Run 1, met1 routing:
(2 px per um)
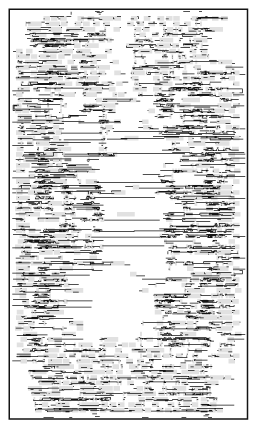
Run 1, met2 routing:
(3 px per um)
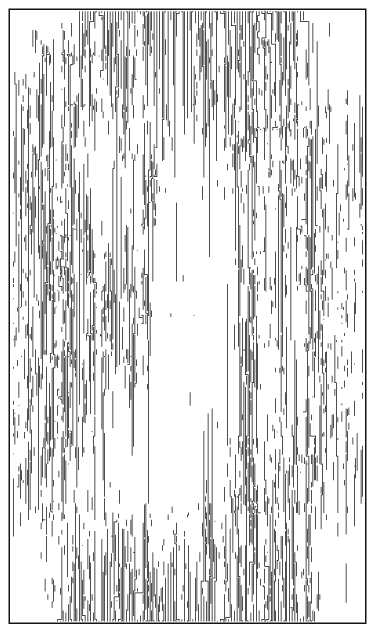
Run 1, M3 wires:
(2 px per um)
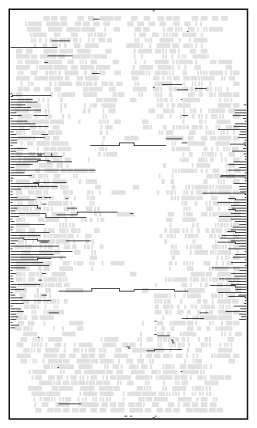
Run 1, metal 4:
(2 px per um)
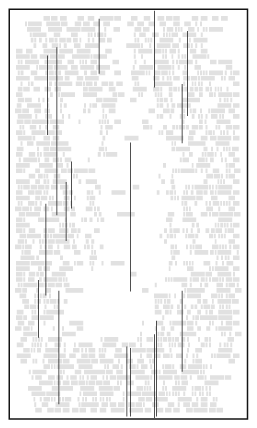
### config.mk
export PLATFORM = sky130hd
export DESIGN_NAME = id_ex_stage
export DESIGN_NICKNAME = d
export VERILOG_FILES = /design/src/rtl/id_ex_stage.sv
export SDC_FILE = /design/constraint.sdc
export NUM_CORES = 1
export LEC_CHECK = 0
export ABC_AREA = 1
export CAP_MARGIN = 20
export CELL_PAD_IN_SITES_DETAIL_PLACEMENT = 0
export CELL_PAD_IN_SITES_GLOBAL_PLACEMENT = 1
export CORE_ASPECT_RATIO = 1.75
export CORE_MARGIN = 2
export CORE_UTILIZATION = 29
export CTS_CLUSTER_SIZE = 12
export DETAILED_ROUTE_END_ITERATION = 8
export GPL_TIMING_DRIVEN = 0
export PLACE_DENSITY = 0.85
export SYNTH_ARGS = -nofsm -noshare
export SYNTH_HDL_FRONTEND = slang
export SYNTH_SLANG_ARGS = --single-unit
### constraint.sdc
create_clock -name clk -period 4.5 [get_ports clk]
set_clock_uncertainty 0.05 [all_clocks]
set_input_delay 0.9 -clock clk [delete_from_list [all_inputs] [get_ports clk]]
set_output_delay 0.9 -clock clk [all_outputs]
set_load 0.02 [all_outputs]
### src/rtl/id_ex_stage.sv
`default_nettype none
// ============================================================================
// Module      : id_ex_stage
// Description : RISC-V instruction decode with the ID/EX pipeline register.
//               Decodes the IF/ID instruction, selects operands (with a
//               same-cycle write-back bypass), builds the immediate, detects
//               load-use hazards and inserts bubbles on stall or flush.
// Revision    : 1.0 - initial release
// ============================================================================
module id_ex_stage (
    input  logic        clk,
    input  logic        reset,
    input  logic        if_valid,
    input  logic [31:0] if_instr,
    input  logic [31:0] if_pc,
    input  logic        ex_flush,
    output logic [4:0]  read_reg1,
    output logic [4:0]  read_reg2,
    input  logic [31:0] read_data1,
    input  logic [31:0] read_data2,
    input  logic        wb_reg_write,
    input  logic [4:0]  wb_write_reg,
    input  logic [31:0] wb_write_data,
    output logic        id_stall,
    output logic        ex_valid,
    output logic [31:0] ex_pc,
    output logic [31:0] ex_rs1_data,
    output logic [31:0] ex_rs2_data,
    output logic [31:0] ex_imm,
    output logic [4:0]  ex_rs1,
    output logic [4:0]  ex_rs2,
    output logic [4:0]  ex_rd,
    output logic [2:0]  ex_funct3,
    output logic        ex_funct7b5,
    output logic [6:0]  ex_opcode,
    output logic        ex_reg_write,
    output logic        ex_mem_read,
    output logic        ex_mem_write,
    output logic        ex_branch,
    output logic        ex_jump,
    output logic        ex_alu_src,
    output logic        ex_illegal
);

    localparam logic [6:0] OP_R      = 7'b0110011;
    localparam logic [6:0] OP_IALU   = 7'b0010011;
    localparam logic [6:0] OP_LOAD   = 7'b0000011;
    localparam logic [6:0] OP_STORE  = 7'b0100011;
    localparam logic [6:0] OP_BRANCH = 7'b1100011;
    localparam logic [6:0] OP_JAL    = 7'b1101111;
    localparam logic [6:0] OP_JALR   = 7'b1100111;
    localparam logic [6:0] OP_LUI    = 7'b0110111;
    localparam logic [6:0] OP_AUIPC  = 7'b0010111;

    // Raw instruction fields
    logic [6:0] opcode;
    logic [4:0] rd_f;
    logic [4:0] rs1_f;
    logic [4:0] rs2_f;

    assign opcode = if_instr[6:0];
    assign rd_f   = if_instr[11:7];
    assign rs1_f  = if_instr[19:15];
    assign rs2_f  = if_instr[24:20];

    // Register file addresses come straight from the instruction fields
    assign read_reg1 = rs1_f;
    assign read_reg2 = rs2_f;

    // Decoded bundle
    logic        rs1_used;
    logic        rs2_used;
    logic        rd_used;
    logic        is_load;
    logic        is_store;
    logic        is_branch;
    logic        is_jump;
    logic        alu_src;
    logic        illegal;
    logic [31:0] imm;

    // Opcode decode: field usage, controls and immediate format
    always_comb begin
        rs1_used  = 1'b0;
        rs2_used  = 1'b0;
        rd_used   = 1'b0;
        is_load   = 1'b0;
        is_store  = 1'b0;
        is_branch = 1'b0;
        is_jump   = 1'b0;
        alu_src   = 1'b0;
        illegal   = 1'b0;
        imm       = 32'd0;
        case (opcode)
            OP_R: begin
                rs1_used = 1'b1;
                rs2_used = 1'b1;
                rd_used  = 1'b1;
            end
            OP_IALU, OP_LOAD: begin
                rs1_used = 1'b1;
                rd_used  = 1'b1;
                alu_src  = 1'b1;
                is_load  = (opcode == OP_LOAD);
                imm      = {{20{if_instr[31]}}, if_instr[31:20]};
            end
            OP_STORE: begin
                rs1_used = 1'b1;
                rs2_used = 1'b1;
                alu_src  = 1'b1;
                is_store = 1'b1;
                imm      = {{20{if_instr[31]}}, if_instr[31:25], if_instr[11:7]};
            end
            OP_BRANCH: begin
                rs1_used  = 1'b1;
                rs2_used  = 1'b1;
                is_branch = 1'b1;
                imm       = {{19{if_instr[31]}}, if_instr[31], if_instr[7],
                             if_instr[30:25], if_instr[11:8], 1'b0};
            end
            OP_JAL: begin
                rd_used = 1'b1;
                alu_src = 1'b1;
                is_jump = 1'b1;
                imm     = {{11{if_instr[31]}}, if_instr[31], if_instr[19:12],
                           if_instr[20], if_instr[30:21], 1'b0};
            end
            OP_JALR: begin
                rs1_used = 1'b1;
                rd_used  = 1'b1;
                alu_src  = 1'b1;
                is_jump  = 1'b1;
                imm      = {{20{if_instr[31]}}, if_instr[31:20]};
            end
            OP_LUI, OP_AUIPC: begin
                rd_used = 1'b1;
                alu_src = 1'b1;
                imm     = {if_instr[31:12], 12'd0};
            end
            default: begin
                // Unknown opcode: flagged, no register or memory side effects
                illegal = 1'b1;
            end
        endcase
    end

    // Effective indices: unused fields collapse to x0
    logic [4:0] rs1_idx;
    logic [4:0] rs2_idx;
    logic [4:0] rd_idx;

    assign rs1_idx = rs1_used ? rs1_f : 5'd0;
    assign rs2_idx = rs2_used ? rs2_f : 5'd0;
    assign rd_idx  = rd_used  ? rd_f  : 5'd0;

    // Operand select: x0 is hard zero, then same-cycle write-back bypass,
    // then the register file; an unused field has index 0 and so reads 0
    logic [31:0] rs1_val;
    logic [31:0] rs2_val;

    // Operand multiplexing for both source registers
    always_comb begin
        if (rs1_idx == 5'd0)
            rs1_val = 32'd0;
        else if (wb_reg_write && (wb_write_reg == rs1_idx))
            rs1_val = wb_write_data;
        else
            rs1_val = read_data1;

        if (rs2_idx == 5'd0)
            rs2_val = 32'd0;
        else if (wb_reg_write && (wb_write_reg == rs2_idx))
            rs2_val = wb_write_data;
        else
            rs2_val = read_data2;
    end

    // Load-use hazard against the load currently sitting in ID/EX
    logic haz;

    assign haz = if_valid && ex_valid && ex_mem_read && (ex_rd != 5'd0) &&
                 ((rs1_used && (ex_rd == rs1_f)) || (rs2_used && (ex_rd == rs2_f)));

    // A flush discards the stalled instruction anyway, so it releases the stall
    assign id_stall = haz && !ex_flush && !reset;

    // ID/EX register: reset, then flush/hazard bubble, then load, else bubble
    always_ff @(posedge clk) begin
        if (reset || ex_flush || haz || !if_valid) begin
            ex_valid     <= 1'b0;
            ex_pc        <= 32'd0;
            ex_rs1_data  <= 32'd0;
            ex_rs2_data  <= 32'd0;
            ex_imm       <= 32'd0;
            ex_rs1       <= 5'd0;
            ex_rs2       <= 5'd0;
            ex_rd        <= 5'd0;
            ex_funct3    <= 3'd0;
            ex_funct7b5  <= 1'b0;
            ex_opcode    <= 7'd0;
            ex_reg_write <= 1'b0;
            ex_mem_read  <= 1'b0;
            ex_mem_write <= 1'b0;
            ex_branch    <= 1'b0;
            ex_jump      <= 1'b0;
            ex_alu_src   <= 1'b0;
            ex_illegal   <= 1'b0;
        end else begin
            ex_valid     <= 1'b1;
            ex_pc        <= if_pc;
            ex_rs1_data  <= rs1_val;
            ex_rs2_data  <= rs2_val;
            ex_imm       <= imm;
            ex_rs1       <= rs1_idx;
            ex_rs2       <= rs2_idx;
            ex_rd        <= rd_idx;
            ex_funct3    <= if_instr[14:12];
            ex_funct7b5  <= if_instr[30];
            ex_opcode    <= opcode;
            ex_reg_write <= rd_used && (rd_f != 5'd0);
            ex_mem_read  <= is_load;
            ex_mem_write <= is_store;
            ex_branch    <= is_branch;
            ex_jump      <= is_jump;
            ex_alu_src   <= alu_src;
            ex_illegal   <= illegal;
        end
    end

endmodule
`default_nettype wire

==> flow_summary.yaml, run 1 <==
# generated from flow reports
synth:
  ys_sh_simple_pct: 29.3
  ys.flop_type: "dfxtp_1"
  edf_count: 0
  synth_nets: 1098
status:
  outcome: "complete, no violations"
clocking:
  clock_sinks: 162
  cts_setup_buffers: 0
  cts_resized: 0
  path_clk_slew_ns: 0.07
  cts_buffers: 17
floorplan:
  die_x_um: 118
run:
  drv_cap: 0
final_timing:
  tightest_slew_ns: 0.821
  whs_ns: 0.874
critical_path:
  crit_cells: 10
  r2r_cells: 10
routing:
  m1WireLength_mm: 8.24
  first_pass_iters: 4
power:
  intPower_mw: 2.45
placed_design:
  portBuffers: 342
cells_and_area:
  seq_area_share_pct: 29.4
Back to the opening pictures, 'met1 routing':
longest straight run: 40.5 um
main direction: horizontal

Back to the opening pictures, 'met2 routing':
longest straight run: 111 um
share of all routed wire: 57%
main direction: vertical

Back to the opening pictures, 'M3 wires':
wire length on this layer: 1,650 um
share of all routed wire: 6.7%
GR Util met3: 6.14%
via count: 6,873

Back to the opening pictures, 'metal 4':
nets with wire on the layer: 13
main direction: vertical
longest straight run: 83.6 um
WL final: 24.6 mm

-- run 1: tightest hold or removal path: cells and delay by family (launching register included) --
family        cells  cell delay [ns]
flops             1             0.31
buf+inv           1             0.17
simple gates      4             0.39
-- run 1: synth_stat cells (all sizes together) (5+ instances only) --
| master | n | area share, % |
|---|---|---|
| inv | 222 | 13 |
| nand2 | 174 | 10 |
| nor2 | 171 | 9.9 |
| dfxtp | 162 | 49 |
| nand4 | 68 | 6.4 |
| buf | 41 | 3.6 |
| a21oi | 26 | 2.3 |
| nand3 | 14 | 1.3 |
| clkbuf | 11 | 0.62 |
| nor3 | 8 | 0.92 |
| xnor2 | 7 | 0.92 |
| nor3b | 5 | 0.57 |
-- run 1: layout by cell type (no fill, tap or decap), types with 2 or more instances in the layout --
cell             netlist  routed
a21oi_1               22      22
a21oi_2                3       3
a22oi_1                4       4
a31oi_1                2       2
buf_2                 29      29
buf_4                 11      11
clkbuf_1              11      11
clkbuf_16              0      17
clkdlybuf4s50_1        0     342
clkinvlp_4             0       3
dfxtp_1              162     162
inv_1                205     205
inv_2                 17      17
inv_6                  0       7
nand2_1              170     170
nand2_2                4       4
nand3_1               11      11
nand3_2                3       3
nand4_1               68      68
nor2_1               166     166
nor2_2                 4       4
nor3_1                 5       5
nor3_2                 2       2
nor3b_1                5       5
o21ai_0                2       2
o21ai_1                2       2
xnor2_1                7       7
xor2_1                 3       3
-- run 1: metrics by stage --
| stage | power (mW) | utilization [%] |
|---|---|---|
| after floorplan | 1.64 | - |
| after global placement | 1.88 | 46.3 |
| after detailed placement | 1.88 | 46.3 |
| after CTS | 3.34 | 48.8 |
| after global routing | 3.43 | 48.8 |
| final | 3.29 | 48.8 |
==> run 2, diff against run 1 <==
--- a/config.mk
+++ b/config.mk
@@ -16,6 +16,7 @@
 export DETAILED_ROUTE_END_ITERATION = 8
 export GPL_TIMING_DRIVEN = 0
 export PLACE_DENSITY = 0.85
+export SLEW_MARGIN = 5
 export SYNTH_ARGS = -nofsm -noshare
 export SYNTH_HDL_FRONTEND = slang
 export SYNTH_SLANG_ARGS = --single-unit
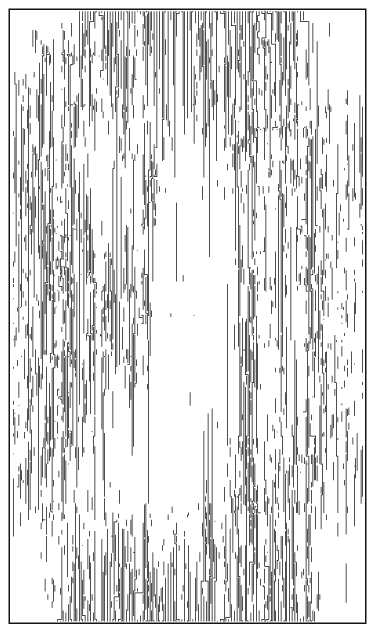
Run 2: met2 routing
(3 px per um)
wire length on this layer: 14,000 um
share of all routed wire: 57%
longest straight run: 111 um
main direction: vertical

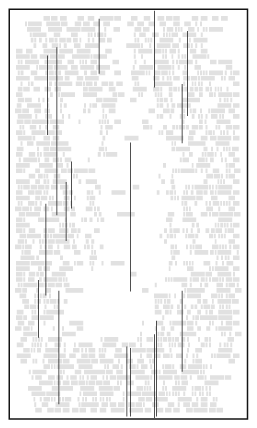
Run 2: metal 4
(2 px per um)
share of all routed wire: 2.9%
main direction: vertical
nets with wire on the layer: 13

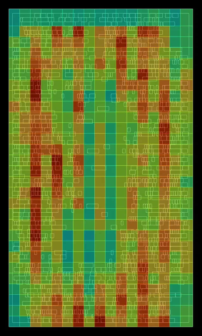
Run 2: routing congestion
WL/cell: 15.4 um
GRT busiest layer: met2
Tot GR Track Use: 20.6%

==> run 2 against run 1 <==
Against the previous run: final area did not move; first-iteration DRC count did not move; sequential power barely moved; critical path type unchanged; cell count did not move; via count did not move; register-to-register slack barely moved; routed wire length did not move; sequential share of layout area did not move; synthesized cell count did not move; combinational power barely moved; utilization did not move.
==> flow_summary.yaml, run 2 <==
# generated from flow reports
status:
  outcome: "complete, no violations"
power:
  intPower_mw: 2.45
  pg_seq_mw: 1.45
  total_power_mw: 3.29
synth:
  synth_area_leader_cell: "dfxtp_1"
  ys.flop_type: "dfxtp_1"
  edf_count: 0
  synth_nets: 1098
  netlist_instances: 928
  async_reset_ff_share_pct: 0
  top_cell: "inv_1"
  top_cell_area_share_pct: 48.9
  ys_top_cells_by_area: "dfxtp_1 49%, inv_1 12%, nand2_1 9.6%"
clocking:
  cts_resized: 0
  root_buffer: "clkbuf_16"
  cts_tree: "built"
  cts_setup_buffers: 0
  clock_sinks: 162
routing:
  drt_wl_total_mm: 24.6
  vias: 6873
  drc: 0
  first_pass_iters: 4
cells_and_area:
  ff_latch_area_um2: 3240
  layout_top_cells: "342 x clkdlybuf4s50_1, 205 x inv_1, 170 x nand2_1"
  lay_top_count: "clkdlybuf4s50_1"
  utilization_pct: 48.8
grt:
  grt_pass1_vias: 7008
placed_design:
  portBuffers: 342
final_timing:
  whs_ns: 0.874
  tightest_slew_ns: 0.821
run:
  drv_cap: 0
floorplan:
  die_x_um: 118
==> run 2: cell counts in the layout (fill, tap and decap cells not counted) <==
Identical to the previous run, type by type.
==> run 2: kinds of logic (layout without fill, tap and decap cells) <==
kind of cell | after synthesis | after routing | share of synthesized area [%]
AND/OR/NAND/NOR | 442 | 442 | 29.3
buffers and inverters | 274 | 648 | 16.8
flip-flops | 162 | 162 | 48.9
AND-OR/OR-AND | 40 | 40 | 3.75
XOR/XNOR | 10 | 10 | 1.32
==> run 2: final timing paths <==
| kind | startpoint | end | slack, ns | cells past startpoint |
|---|---|---|---|---|
| worst max register to register | ex_rd[4] | ex_rs1_data[18] | 2.46 | 10 |
| worst min register to register | ex_mem_read | ex_valid | 0.87 | 5 |
| worst max-delay path | if_instr[0] | id_stall | 0.37 | 10 |
| worst min-delay path | ex_mem_read | ex_valid | 0.87 | 5 |
==> run 2: tightest hold or removal path, stage by stage, from the launching register on <==
cell and delay (ns):
dfxtp_1 0.31, nand4_1 0.08, nor2_1 0.04, nand2_1 0.09
nand2_2 0.18, inv_2 0.17
==> run 2: metal layers <==
layer / vias up / GRT usage [%] / wire length [um]
met5: - / 0 / 0
met4: 0 / 8.99 / 714
met3: 45 / 6.14 / 1650
met2: 235 / 41.6 / 14000
met1: 3112 / 18.4 / 8240
li1: 3481 / - / -
==> run 2: area by class of cell <==
| class | count | area share (%) |
|---|---|---|
| flip-flops and latches | 162 | 29.4 |
| inverters | 222 | 7.57 |
| multi-input cells | 492 | 20.7 |
| repair buffers | 342 | 31.1 |
| clock buffers | 18 | 3.99 |
| clock inverters | 14 | 1.26 |
| plain buffers | 52 | 2.54 |
| well taps | 300 | 3.41 |
Run 2, M3 wires:
(2 px per um)
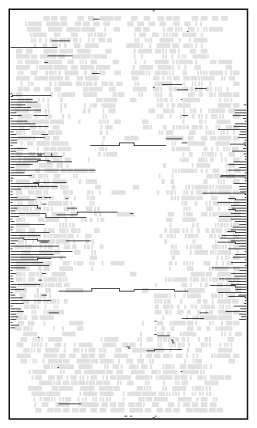

==> run 3, diff against run 2 <==
--- a/config.mk
+++ b/config.mk
@@ -16,7 +16,6 @@
 export DETAILED_ROUTE_END_ITERATION = 8
 export GPL_TIMING_DRIVEN = 0
 export PLACE_DENSITY = 0.85
-export SLEW_MARGIN = 5
 export SYNTH_ARGS = -nofsm -noshare
 export SYNTH_HDL_FRONTEND = slang
 export SYNTH_SLANG_ARGS = --single-unit
==> constraint.sdc (replaced) <==
create_clock -name clk -period 4.5 [get_ports clk]
set_clock_uncertainty 0.05 [all_clocks]
set_input_delay 0.9 -clock clk [delete_from_list [all_inputs] [get_ports clk]]
set_output_delay 0.9 -clock clk [all_outputs]
set_load 0.1 [all_outputs]
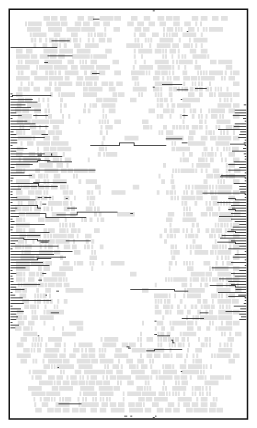
Run 3: M3 wires
(2 px per um)
longest straight run: 42.1 um
nets with wire on the layer: 189

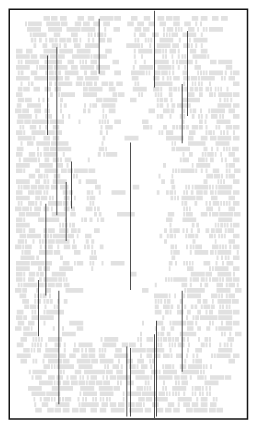
Run 3: metal 4
(2 px per um)
main direction: vertical
nets with wire on the layer: 13
WL final: 24.6 mm

==> run 3 against run 2 <==
Against the previous run: first-iteration DRC count did not move; clock power barely moved; largest power group unchanged; count of clock-buffer cells in the layout did not move; critical endpoint unchanged.
==> flow_summary.yaml, run 3 <==
# generated from flow reports
floorplan:
  die_x_um: 118
run:
  drv_cap: 0
synth:
  top_cell: "inv_1"
  common_cells: "205 x inv_1, 170 x nand2_1, 166 x nor2_1"
  ys_top_cells_by_area: "dfxtp_1 49%, inv_1 12%, nand2_1 9.6%"
  async_reset_ff_share_pct: 0
  yosys_warnings: 0
  netlist_instances: 928
  top_cell_area_share_pct: 48.9
  edf_count: 0
worst_hold_path:
  min_to: "ex_valid"
  hp-start: "ex_mem_read"
critical_path:
  regToRegStartpoint: "ex_rd[4]"
  timing.reg2reg.setup_slack_ns: 2.46
  r2r_cells: 10
  crit_cells: 10
  cp-startpoint: "if_instr[0]"
final_timing:
  tightest_slew_ns: 1.05
  whs_ns: 0.877
clocking:
  cts_setup_buffers: 0
  clock_sinks: 162
  cts_buffers: 17
  root_buffer: "clkbuf_16"
  cts_tree: "built"
  cts_resized: 1
grt:
  grt_pass1_vias: 7008
  grt_util_all_layers_pct: 20.6
routing:
  vias: 6873
  drc: 0
  wl_per_cell_um: 15.4
  first_pass_iters: 4
  vias_per_cell: 4.29
cells_and_area:
  utilization_pct: 48.8
  lay_top_count: "clkdlybuf4s50_1"
  layout_top_cells: "341 x clkdlybuf4s50_1, 205 x inv_1, 170 x nand2_1"
placed_design:
  portBuffers: 342
status:
  outcome: "complete, no violations"
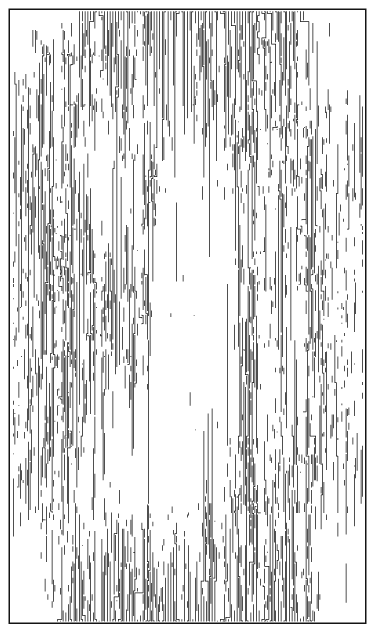
Run 3: met2 routing
(3 px per um)
share of all routed wire: 57%
wire length on this layer: 14,000 um
longest straight run: 111 um
main direction: vertical
nets with wire on the layer: 1,180

[run 3: netlist changes by cell type in the layout (fill, tap and decap cells not counted)]
| cell | delta |
|---|---|
| clkbuf_2 | +1 |
| clkdlybuf4s50_1 | -1 |
[run 3: power by group]
| part | internal, mW | switching (mW) |
|---|---|---|
| sequential | 1.45 | 0.00395 |
| combinational | 0.211 | 0.303 |
| clock | 0.791 | 0.647 |
| total | 2.45 | 0.953 |
[run 3: layout make-up]
| cell class | count | area [um2] |
|---|---|---|
| Inverter | 222 | 833 |
| Tap cell | 300 | 375 |
| Timing Repair Buffer | 342 | 3420 |
| Clock inverter | 14 | 139 |
| Sequential cell | 162 | 3240 |
| Buffer | 52 | 280 |
| Clock buffer | 18 | 439 |
| Fill cell | 2287 | 11600 |
| Multi-Input combinational cell | 492 | 2280 |
[run 3: cell families after synthesis]
logic type | synth area share [%]
xor+xnor | 1.32
simple gates | 29.3
buf+inv | 16.8
compound gates | 3.75
flops | 48.9
[run 3: worst reg2reg max path, cell delays in order (launching register included)]
cell and delay (ns):
dfxtp_1 0.40, xor2_1 0.16, a21oi_1 0.07, nand4_1 0.07, nand2_1 0.08, nand2_1 0.11
nand2_2 0.19, a21oi_2 0.34, buf_2 0.29, nand2_1 0.07, nor2_1 0.13
[run 3: metal layers]
layer	up-vias	global-route usage [%]	share of wire, %	routed length [um]
li1	3482	-	-	-
met1	3111	18.4	34	8270
met2	235	41.6	57	14000
met3	45	6.14	6.5	1610
met4	0	8.99	2.9	713
met5	-	0	0	0
[run 3: stage by stage]
step | instance area [um2] | instances | power [mW]
global route | 11000 | 1602 | 3.55
floorplan | 6640 | 928 | 1.76
global placement | 10400 | 1570 | 2.00
detailed placement | 10400 | 1570 | 2.00
finish | 11000 | 1602 | 3.40
CTS | 11000 | 1602 | 3.45
Power is estimated from default activity; no workload was simulated.
